File: config.mk
export PLATFORM = sky130hd
export DESIGN_NAME = risc16_mem_arbiter_flat
export DESIGN_NICKNAME = d
export VERILOG_FILES = /design/src/rtl/risc16_mem_arbiter_pkg.sv /design/src/rtl/risc16_mem_arbiter_if.sv /design/src/rtl/risc16_mem_arbiter_pick.sv /design/src/rtl/risc16_mem_arbiter.sv /design/src/flat_wrapper.sv
export SDC_FILE = /design/constraint.sdc
export NUM_CORES = 1
export LEC_CHECK = 0
export ABC_AREA = 1
export ABC_CLOCK_PERIOD_IN_PS = 2800
export CAP_MARGIN = 20
export CORE_MARGIN = 2
export CORE_UTILIZATION = 36
export CTS_BUF_LIST = sky130_fd_sc_hd__clkbuf_2 sky130_fd_sc_hd__clkbuf_4 sky130_fd_sc_hd__clkbuf_8
export DETAILED_ROUTE_END_ITERATION = 10
export PLACE_DENSITY_LB_ADDON = 0.25
export SETUP_SLACK_MARGIN = 0.3
export SLEW_MARGIN = 20
export SYNTH_ARGS = -nofsm -noshare
export SYNTH_HDL_FRONTEND = slang
export SYNTH_SLANG_ARGS = --single-unit
File: constraint.sdc
create_clock -name i_clk -period 2.8 [get_ports i_clk]
set_input_delay 0.56 -clock i_clk [delete_from_list [all_inputs] [get_ports i_clk]]
set_output_delay 0.56 -clock i_clk [all_outputs]
set_load 0.03 [all_outputs]
File: src/rtl/risc16_mem_arbiter_pkg.sv
`default_nettype none
// +------------------------------------------------------------------+
// | risc16_mem_pkg : shared IDs and default widths for the arbiter    |
// | Rev 1.0                                                           |
// +------------------------------------------------------------------+
package risc16_mem_pkg;

   localparam int c_addr_w = 16;
   localparam int c_data_w = 16;

   localparam logic [1:0] REQ_NONE = 2'd0;
   localparam logic [1:0] REQ_IF   = 2'd1;
   localparam logic [1:0] REQ_DM   = 2'd2;
   localparam logic [1:0] REQ_LD   = 2'd3;

   // Grant vectors are ordered {LD, DM, IF}.
   function automatic logic [1:0] gnt_to_id(input logic [2:0] gnt);
      logic [1:0] id;
      id = REQ_NONE;
      if (gnt[2])      id = REQ_LD;
      else if (gnt[1]) id = REQ_DM;
      else if (gnt[0]) id = REQ_IF;
      return id;
   endfunction

endpackage
`default_nettype wire

File: src/rtl/risc16_mem_arbiter_if.sv
`default_nettype none
// +------------------------------------------------------------------+
// | risc16_mem_arbiter_if : requester and RAM side bundle             |
// | Rev 1.0                                                           |
// +------------------------------------------------------------------+
interface risc16_mem_arbiter_if
   import risc16_mem_pkg::*;
#(
   parameter int P_ADDR_W = c_addr_w,
   parameter int P_DATA_W = c_data_w
);
   logic                i_if_req;
   logic [P_ADDR_W-1:0] i_if_addr;
   logic                o_if_gnt;
   logic                o_if_rvalid;

   logic                i_dm_req;
   logic                i_dm_we;
   logic [P_ADDR_W-1:0] i_dm_addr;
   logic [P_DATA_W-1:0] i_dm_wdata;
   logic                o_dm_gnt;
   logic                o_dm_rvalid;

   logic                i_ld_req;
   logic                i_ld_we;
   logic [P_ADDR_W-1:0] i_ld_addr;
   logic [P_DATA_W-1:0] i_ld_wdata;
   logic                o_ld_gnt;
   logic                o_ld_rvalid;

   logic [P_DATA_W-1:0] o_rsp_data;

   logic                o_ram_en;
   logic                o_ram_we;
   logic [P_ADDR_W-1:0] o_ram_addr;
   logic [P_DATA_W-1:0] o_ram_wdata;
   logic [P_DATA_W-1:0] i_ram_rdata;

   modport slave (
      input  i_if_req, i_if_addr,
      output o_if_gnt, o_if_rvalid,
      input  i_dm_req, i_dm_we, i_dm_addr, i_dm_wdata,
      output o_dm_gnt, o_dm_rvalid,
      input  i_ld_req, i_ld_we, i_ld_addr, i_ld_wdata,
      output o_ld_gnt, o_ld_rvalid,
      output o_rsp_data,
      output o_ram_en, o_ram_we, o_ram_addr, o_ram_wdata,
      input  i_ram_rdata
   );

   modport master (
      output i_if_req, i_if_addr,
      input  o_if_gnt, o_if_rvalid,
      output i_dm_req, i_dm_we, i_dm_addr, i_dm_wdata,
      input  o_dm_gnt, o_dm_rvalid,
      output i_ld_req, i_ld_we, i_ld_addr, i_ld_wdata,
      input  o_ld_gnt, o_ld_rvalid,
      input  o_rsp_data,
      input  o_ram_en, o_ram_we, o_ram_addr, o_ram_wdata,
      output i_ram_rdata
   );

endinterface
`default_nettype wire

File: src/rtl/risc16_mem_arbiter_pick.sv
`default_nettype none
// +------------------------------------------------------------------+
// | risc16_arb_pick : 3-way request -> one-hot grant ({LD,DM,IF})     |
// | RISC16_MEM_ARB_RR_EN selects round-robin, else fixed + starvation |
// | Rev 1.0                                                           |
// +------------------------------------------------------------------+
module risc16_arb_pick
   import risc16_mem_pkg::*;
(
   input  logic [2:0] i_req,
`ifdef RISC16_MEM_ARB_RR_EN
   input  logic [1:0] i_ptr,
`else
   input  logic [2:0] i_starved,
`endif
   output logic [2:0] o_gnt
);

`ifdef RISC16_MEM_ARB_RR_EN

   // Search starts one step past the last winner on the ring IF->DM->LD->IF.
   always_comb begin
      o_gnt = 3'b000;
      case (i_ptr)
         REQ_DM: begin
            if (i_req[2])      o_gnt = 3'b100;
            else if (i_req[0]) o_gnt = 3'b001;
            else if (i_req[1]) o_gnt = 3'b010;
         end
         REQ_LD: begin
            if (i_req[0])      o_gnt = 3'b001;
            else if (i_req[1]) o_gnt = 3'b010;
            else if (i_req[2]) o_gnt = 3'b100;
         end
         default: begin
            if (i_req[1])      o_gnt = 3'b010;
            else if (i_req[2]) o_gnt = 3'b100;
            else if (i_req[0]) o_gnt = 3'b001;
         end
      endcase
   end

`else

   logic [2:0] w_hot;
   logic [2:0] w_sel;

   // Starved requesters form their own pool; fixed priority breaks ties.
   assign w_hot = i_req & i_starved;
   assign w_sel = (|w_hot) ? w_hot : i_req;

   always_comb begin
      o_gnt = 3'b000;
      if (w_sel[2])      o_gnt = 3'b100;
      else if (w_sel[1]) o_gnt = 3'b010;
      else if (w_sel[0]) o_gnt = 3'b001;
   end

`endif

endmodule
`default_nettype wire

File: src/rtl/risc16_mem_arbiter.sv
`default_nettype none
// +------------------------------------------------------------------+
// | risc16_mem_arbiter : IF/DM/LD share one single-port 16-bit RAM    |
// | Option: RISC16_MEM_ARB_RR_EN (round-robin, no starvation counters)|
// | Rev 1.0                                                           |
// +------------------------------------------------------------------+
module risc16_mem_arbiter
   import risc16_mem_pkg::*;
#(
   parameter int P_ADDR_W   = c_addr_w,
   parameter int P_DATA_W   = c_data_w,
   parameter int P_MAX_WAIT = 8
)(
   input  logic                 i_clk,
   input  logic                 i_rst,
   risc16_mem_arbiter_if.slave  bus
);

   logic                r_rst_d;
   logic [1:0]          r_owner;
   logic                w_block;
   logic [2:0]          w_raw;
   logic [2:0]          w_req;
   logic [2:0]          w_gnt;
   logic                w_ram_we;
   logic [P_ADDR_W-1:0] w_ram_addr;
   logic [P_DATA_W-1:0] w_ram_wdata;
   logic                w_rv_if;
   logic                w_rv_dm;
   logic                w_rv_ld;

   // Grants stay off during reset and for the cycle that follows it.
   assign w_block = i_rst | r_rst_d;
   assign w_raw   = {bus.i_ld_req, bus.i_dm_req, bus.i_if_req};
   assign w_req   = w_raw & {3{~w_block}};

`ifdef RISC16_MEM_ARB_RR_EN

   logic [1:0] r_ptr;

   risc16_arb_pick u_pick (
      .i_req (w_req),
      .i_ptr (r_ptr),
      .o_gnt (w_gnt)
   );

   always_ff @(posedge i_clk) begin
      if (i_rst)
         r_ptr <= REQ_IF;
      else if (|w_gnt)
         r_ptr <= gnt_to_id(w_gnt);
   end

`else

   localparam logic [7:0] c_max_wait = 8'(P_MAX_WAIT);

   logic [2:0] w_starved;

   risc16_arb_pick u_pick (
      .i_req     (w_req),
      .i_starved (w_starved),
      .o_gnt     (w_gnt)
   );

   for (genvar gi = 0; gi < 3; gi++) begin : g_wait
      logic [7:0] r_cnt;

      always_ff @(posedge i_clk) begin
         if (i_rst || !w_raw[gi] || w_gnt[gi])
            r_cnt <= 8'd0;
         else if (r_cnt < c_max_wait)
            r_cnt <= r_cnt + 8'd1;
      end

      assign w_starved[gi] = (r_cnt >= c_max_wait);
   end

`endif

   always_comb begin
      w_ram_we    = 1'b0;
      w_ram_addr  = '0;
      w_ram_wdata = '0;
      if (w_gnt[2]) begin
         w_ram_we    = bus.i_ld_we;
         w_ram_addr  = bus.i_ld_addr;
         w_ram_wdata = bus.i_ld_wdata;
      end else if (w_gnt[1]) begin
         w_ram_we    = bus.i_dm_we;
         w_ram_addr  = bus.i_dm_addr;
         w_ram_wdata = bus.i_dm_wdata;
      end else if (w_gnt[0]) begin
         w_ram_addr  = bus.i_if_addr;
      end
   end

   assign bus.o_ram_en    = |w_gnt;
   assign bus.o_ram_we    = w_ram_we;
   assign bus.o_ram_addr  = w_ram_addr;
   assign bus.o_ram_wdata = w_ram_wdata;

   assign bus.o_if_gnt = w_gnt[0];
   assign bus.o_dm_gnt = w_gnt[1];
   assign bus.o_ld_gnt = w_gnt[2];

   always_ff @(posedge i_clk) begin
      r_rst_d <= i_rst;
      if (i_rst)
         r_owner <= REQ_NONE;
      else if ((|w_gnt) && !w_ram_we)
         r_owner <= gnt_to_id(w_gnt);
      else
         r_owner <= REQ_NONE;
   end

   // A response pending when reset rises is dropped, not delivered.
   assign w_rv_if = (r_owner == REQ_IF) && !i_rst;
   assign w_rv_dm = (r_owner == REQ_DM) && !i_rst;
   assign w_rv_ld = (r_owner == REQ_LD) && !i_rst;

   assign bus.o_if_rvalid = w_rv_if;
   assign bus.o_dm_rvalid = w_rv_dm;
   assign bus.o_ld_rvalid = w_rv_ld;
   assign bus.o_rsp_data  = (w_rv_if | w_rv_dm | w_rv_ld) ? bus.i_ram_rdata : '0;

endmodule
`default_nettype wire

File: src/flat_wrapper.sv
// flat-port wrapper written by rule: the top's interface ports become plain ports
module risc16_mem_arbiter_flat import risc16_mem_pkg::*;
#(
   parameter int P_ADDR_W   = c_addr_w,
   parameter int P_DATA_W   = c_data_w,
   parameter int P_MAX_WAIT = 8
)
  (i_clk, i_rst, bus_i_if_req, bus_i_if_addr, bus_o_if_gnt, bus_o_if_rvalid, bus_i_dm_req, bus_i_dm_we, bus_i_dm_addr, bus_i_dm_wdata, bus_o_dm_gnt, bus_o_dm_rvalid, bus_i_ld_req, bus_i_ld_we, bus_i_ld_addr, bus_i_ld_wdata, bus_o_ld_gnt, bus_o_ld_rvalid, bus_o_rsp_data, bus_o_ram_en, bus_o_ram_we, bus_o_ram_addr, bus_o_ram_wdata, bus_i_ram_rdata);
  risc16_mem_arbiter_if #(.P_ADDR_W(P_ADDR_W), .P_DATA_W(P_DATA_W)) bus_i ();
  input  logic i_clk;
  input  logic i_rst;
  input wire logic [$bits(bus_i.i_if_req)-1:0] bus_i_if_req;
  input wire logic [$bits(bus_i.i_if_addr)-1:0] bus_i_if_addr;
  output wire logic [$bits(bus_i.o_if_gnt)-1:0] bus_o_if_gnt;
  output wire logic [$bits(bus_i.o_if_rvalid)-1:0] bus_o_if_rvalid;
  input wire logic [$bits(bus_i.i_dm_req)-1:0] bus_i_dm_req;
  input wire logic [$bits(bus_i.i_dm_we)-1:0] bus_i_dm_we;
  input wire logic [$bits(bus_i.i_dm_addr)-1:0] bus_i_dm_addr;
  input wire logic [$bits(bus_i.i_dm_wdata)-1:0] bus_i_dm_wdata;
  output wire logic [$bits(bus_i.o_dm_gnt)-1:0] bus_o_dm_gnt;
  output wire logic [$bits(bus_i.o_dm_rvalid)-1:0] bus_o_dm_rvalid;
  input wire logic [$bits(bus_i.i_ld_req)-1:0] bus_i_ld_req;
  input wire logic [$bits(bus_i.i_ld_we)-1:0] bus_i_ld_we;
  input wire logic [$bits(bus_i.i_ld_addr)-1:0] bus_i_ld_addr;
  input wire logic [$bits(bus_i.i_ld_wdata)-1:0] bus_i_ld_wdata;
  output wire logic [$bits(bus_i.o_ld_gnt)-1:0] bus_o_ld_gnt;
  output wire logic [$bits(bus_i.o_ld_rvalid)-1:0] bus_o_ld_rvalid;
  output wire logic [$bits(bus_i.o_rsp_data)-1:0] bus_o_rsp_data;
  output wire logic [$bits(bus_i.o_ram_en)-1:0] bus_o_ram_en;
  output wire logic [$bits(bus_i.o_ram_we)-1:0] bus_o_ram_we;
  output wire logic [$bits(bus_i.o_ram_addr)-1:0] bus_o_ram_addr;
  output wire logic [$bits(bus_i.o_ram_wdata)-1:0] bus_o_ram_wdata;
  input wire logic [$bits(bus_i.i_ram_rdata)-1:0] bus_i_ram_rdata;
  assign bus_i.i_if_req = bus_i_if_req;
  assign bus_i.i_if_addr = bus_i_if_addr;
  assign bus_o_if_gnt = bus_i.o_if_gnt;
  assign bus_o_if_rvalid = bus_i.o_if_rvalid;
  assign bus_i.i_dm_req = bus_i_dm_req;
  assign bus_i.i_dm_we = bus_i_dm_we;
  assign bus_i.i_dm_addr = bus_i_dm_addr;
  assign bus_i.i_dm_wdata = bus_i_dm_wdata;
  assign bus_o_dm_gnt = bus_i.o_dm_gnt;
  assign bus_o_dm_rvalid = bus_i.o_dm_rvalid;
  assign bus_i.i_ld_req = bus_i_ld_req;
  assign bus_i.i_ld_we = bus_i_ld_we;
  assign bus_i.i_ld_addr = bus_i_ld_addr;
  assign bus_i.i_ld_wdata = bus_i_ld_wdata;
  assign bus_o_ld_gnt = bus_i.o_ld_gnt;
  assign bus_o_ld_rvalid = bus_i.o_ld_rvalid;
  assign bus_o_rsp_data = bus_i.o_rsp_data;
  assign bus_o_ram_en = bus_i.o_ram_en;
  assign bus_o_ram_we = bus_i.o_ram_we;
  assign bus_o_ram_addr = bus_i.o_ram_addr;
  assign bus_o_ram_wdata = bus_i.o_ram_wdata;
  assign bus_i.i_ram_rdata = bus_i_ram_rdata;
  risc16_mem_arbiter #(.P_ADDR_W(P_ADDR_W), .P_DATA_W(P_DATA_W), .P_MAX_WAIT(P_MAX_WAIT)) u_core (.i_clk(i_clk), .i_rst(i_rst), .bus(bus_i));
endmodule
==> report_table.html <==
<p>Metrics extracted from the flow reports.</p>
<table>
<tr><th>Metric</th><th>Value</th></tr>
<tr><th colspan="2">Power and ir drop</th></tr>
<tr><td>Logic gate share of total power</td><td>between 40% and 50%</td></tr>
<tr><td>Areal power density over the cells</td><td>between 200 and 300 mW/mm^2</td></tr>
<tr><td>Group drawing the most power</td><td>combinational cells</td></tr>
<tr><td>Leakage power of the design</td><td>about 2.3 nW</td></tr>
<tr><td>VDD IR max</td><td>around 0.00041 V</td></tr>
<tr><td>Relative contribution of the clock network to total power</td><td>21.1%</td></tr>
<tr><td>Sequential-cell power consumption</td><td>about 400 uW</td></tr>
<tr><th colspan="2">Final layout</th></tr>
<tr><td>Seq/total area</td><td>11.98%</td></tr>
<tr><td>Fillers</td><td>between 200 and 250</td></tr>
<tr><td>Combinational Area</td><td>around 0.0015 mm^2</td></tr>
<tr><td>Largest cell class by area</td><td>buffers</td></tr>
<tr><td>Clock Buffer Count</td><td>3</td></tr>
<tr><td>Growth of design area from synthesis to finish</td><td>135.4%</td></tr>
<tr><td>Logic inverters</td><td>45</td></tr>
<tr><td>Count of multi-input gates</td><td>~230</td></tr>
<tr><th colspan="2">Synth</th></tr>
<tr><td>Area of the mapped netlist</td><td>around 0.0020 mm^2</td></tr>
<tr><td>Yosys warning total</td><td>0</td></tr>
<tr><td>Top cells by area, synth</td><td>sky130_fd_sc_hd__dfxtp_1, sky130_fd_sc_hd__nand2_1, sky130_fd_sc_hd__nor2_1</td></tr>
<tr><td>Number of cells in Yosys stat</td><td>~310</td></tr>
<tr><td>Area share of the largest cell type after synthesis</td><td>27.57%</td></tr>
<tr><td>Adder share</td><td>roughly 3.8%</td></tr>
<tr><td>Post-synthesis simple-gate area fraction</td><td>50.48%</td></tr>
<tr><td>Number of synthesized register bits</td><td>27</td></tr>
<tr><td>Dominant synthesized flop cell</td><td>sky130_fd_sc_hd__dfxtp_1</td></tr>
<tr><td>Parity-gate share of the synthesized area counting xor and xnor cells</td><td>under 10%</td></tr>
<tr><td>AO/OA Area Share</td><td>under 10%</td></tr>
<tr><td>Cell count after synthesis</td><td>307</td></tr>
<tr><td>Top cell type by instance count after synthesis</td><td>sky130_fd_sc_hd__nand2_1</td></tr>
<tr><th colspan="2">Clock tree</th></tr>
<tr><td>Htree depth</td><td>1</td></tr>
<tr><td>Number of buffers inserted during clock tree synthesis</td><td>3</td></tr>
<tr><td>Cts hold-fix bufs</td><td>0</td></tr>
<tr><td>Buffer count from post-CTS setup fixing</td><td>24</td></tr>
<tr><th colspan="2">Outcome</th></tr>
<tr><td>Result of the run</td><td>completed</td></tr>
<tr><th colspan="2">Critical path</th></tr>
<tr><td>Crit path capture type</td><td>output port</td></tr>
<tr><td>Type of the setup path with the least slack</td><td>reg2out</td></tr>
<tr><td>Crit path largest cell delay</td><td>around 380 ps</td></tr>
<tr><td>Worst Path Required</td><td>~2200 ps</td></tr>
<tr><td>CP max stage cell</td><td>sky130_fd_sc_hd__dfxtp_4</td></tr>
<tr><th colspan="2">Job</th></tr>
<tr><td>Number of logged tool warnings</td><td>34</td></tr>
<tr><td>Max-cap violations</td><td>0</td></tr>
<tr><th colspan="2">Floorplan</th></tr>
<tr><td>Io pins</td><td>159</td></tr>
<tr><td>Area of the die</td><td>~0.0061 mm^2</td></tr>
<tr><td>Die X</td><td>a little under 80 um</td></tr>
<tr><th colspan="2">Global routing</th></tr>
<tr><td>Total gr overflow</td><td>0</td></tr>
<tr><td>Pin count of the biggest net entering global routing</td><td>19</td></tr>
<tr><th colspan="2">Placement</th></tr>
<tr><td>HPWL Detailed</td><td>roughly 6 mm</td></tr>
<tr><td>Instance count after placement with tap cells included</td><td>541</td></tr>
<tr><th colspan="2">Drt</th></tr>
<tr><td>Drt wl/cell</td><td>21.35 um</td></tr>
<tr><td>Initial DRC Count</td><td>just over 200</td></tr>
<tr><td>Vias per inst</td><td>approximately 5.4</td></tr>
</table>
## run 1: logic make-up after synthesis
group,Yosys count
simple gates,206
buf+inv,54
mux,1
xor+xnor,3
fa+ha+maj,6
flops,27
compound gates,10
## run 1: stage by stage
| stage | setup slack, ps | instance area (um^2) | setup TNS, ps | hold WS [ps] |
|---|---|---|---|---|
| 6_report | 17.97 | 4616 | 0 | 412.5 |
| 5_1_grt | -2.506 | 4616 | -3.842 | 415.6 |
| 4_1_cts | 184.1 | 4319 | 0 | 430.5 |
| 3_5_place_dp | -114.4 | 3595 | -1750 | 418.3 |
| 3_3_place_gp | -75.24 | 3595 | -475.3 | 415.3 |
| 2_1_floorplan | 472.2 | 1961 | 0 | 408.3 |
## run 1: path summary, 6_finish.rpt
| check | startpoint | to | slack, ps | depth (start not counted) |
|---|---|---|---|---|
| setup reg to reg | u_core.r_rst_d | u_core.g_wait[2].r_cnt[2] | 480 | 14 |
| hold reg to reg | u_core.g_wait[2].r_cnt[7] | u_core.g_wait[2].r_cnt[7] | 440 | 2 |
| hold / removal | i_rst | u_core.r_rst_d | 410 | 1 |
| setup / recovery | u_core.r_rst_d | bus_o_ram_wdata[12] | 20 | 12 |
## run 1: worst max-delay path, delay by kind of cell (launching register included)
kind	cells	cell delay, ps
simple gates	7	860
buf+inv	5	670
flops	1	380
## run 1: per-layer routing
layer | GRT usage (%) | part of all wire (%) | up-vias
met3 | 6.628 | 7.5 | 78
met2 | 61.29 | 52 | 217
met4 | 10.89 | 6.3 | 0
met1 | 30.43 | 34 | 1506
met5 | 0 | 0 | -
li1 | - | - | 1344
## run 1: flip-flops by register name (all words and copies together), names as in the netlist
name / flops
u_core.r_rst_d: 1
u_core.r_owner: 2
u_core.g_wait.r_cnt: 24
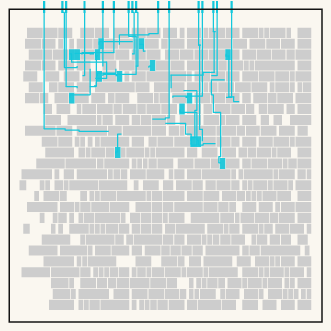
*Port wiring, run 1*
Scale: 4 px per um.
legend:
  bus_i_ld_addr:
    color: cyan
    bits: 16
    direction: input
    end_cells: 16
    buffers: 16
    wire: 534 um

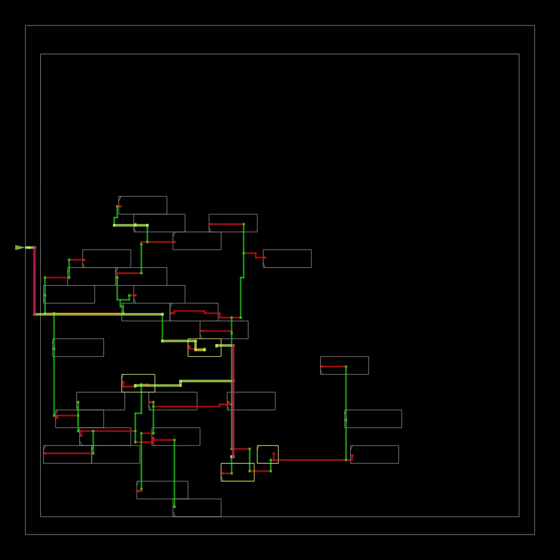
*The clock network, run 1*
clock latency on the worst-skew pair: 290 ps
number of sinks on the clock net: 27
sequential cell count of the final layout: 27

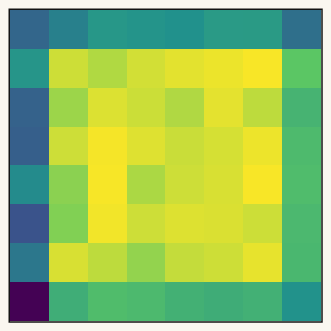
*Cell density map, run 1*
Scale: 4 px per um. 8 x 8 tiles, from dark purple (low) to yellow (high), 0 to 100% covered.
tiles over 75% full: 56%
fullest tile: 99%
nearly empty tiles: 1.6%
densest ninth of the die: center
mean over tiles: 75%

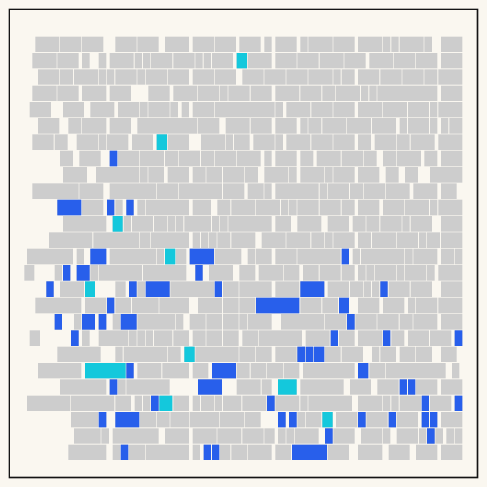
*Logic cells by family, run 1*
Scale: 6 px per um.
legend:
  aoi and oai cells:
    color: cyan
    cells: 10
  nor cells:
    color: blue
    cells: 56

Power is estimated from default activity; no workload was simulated.
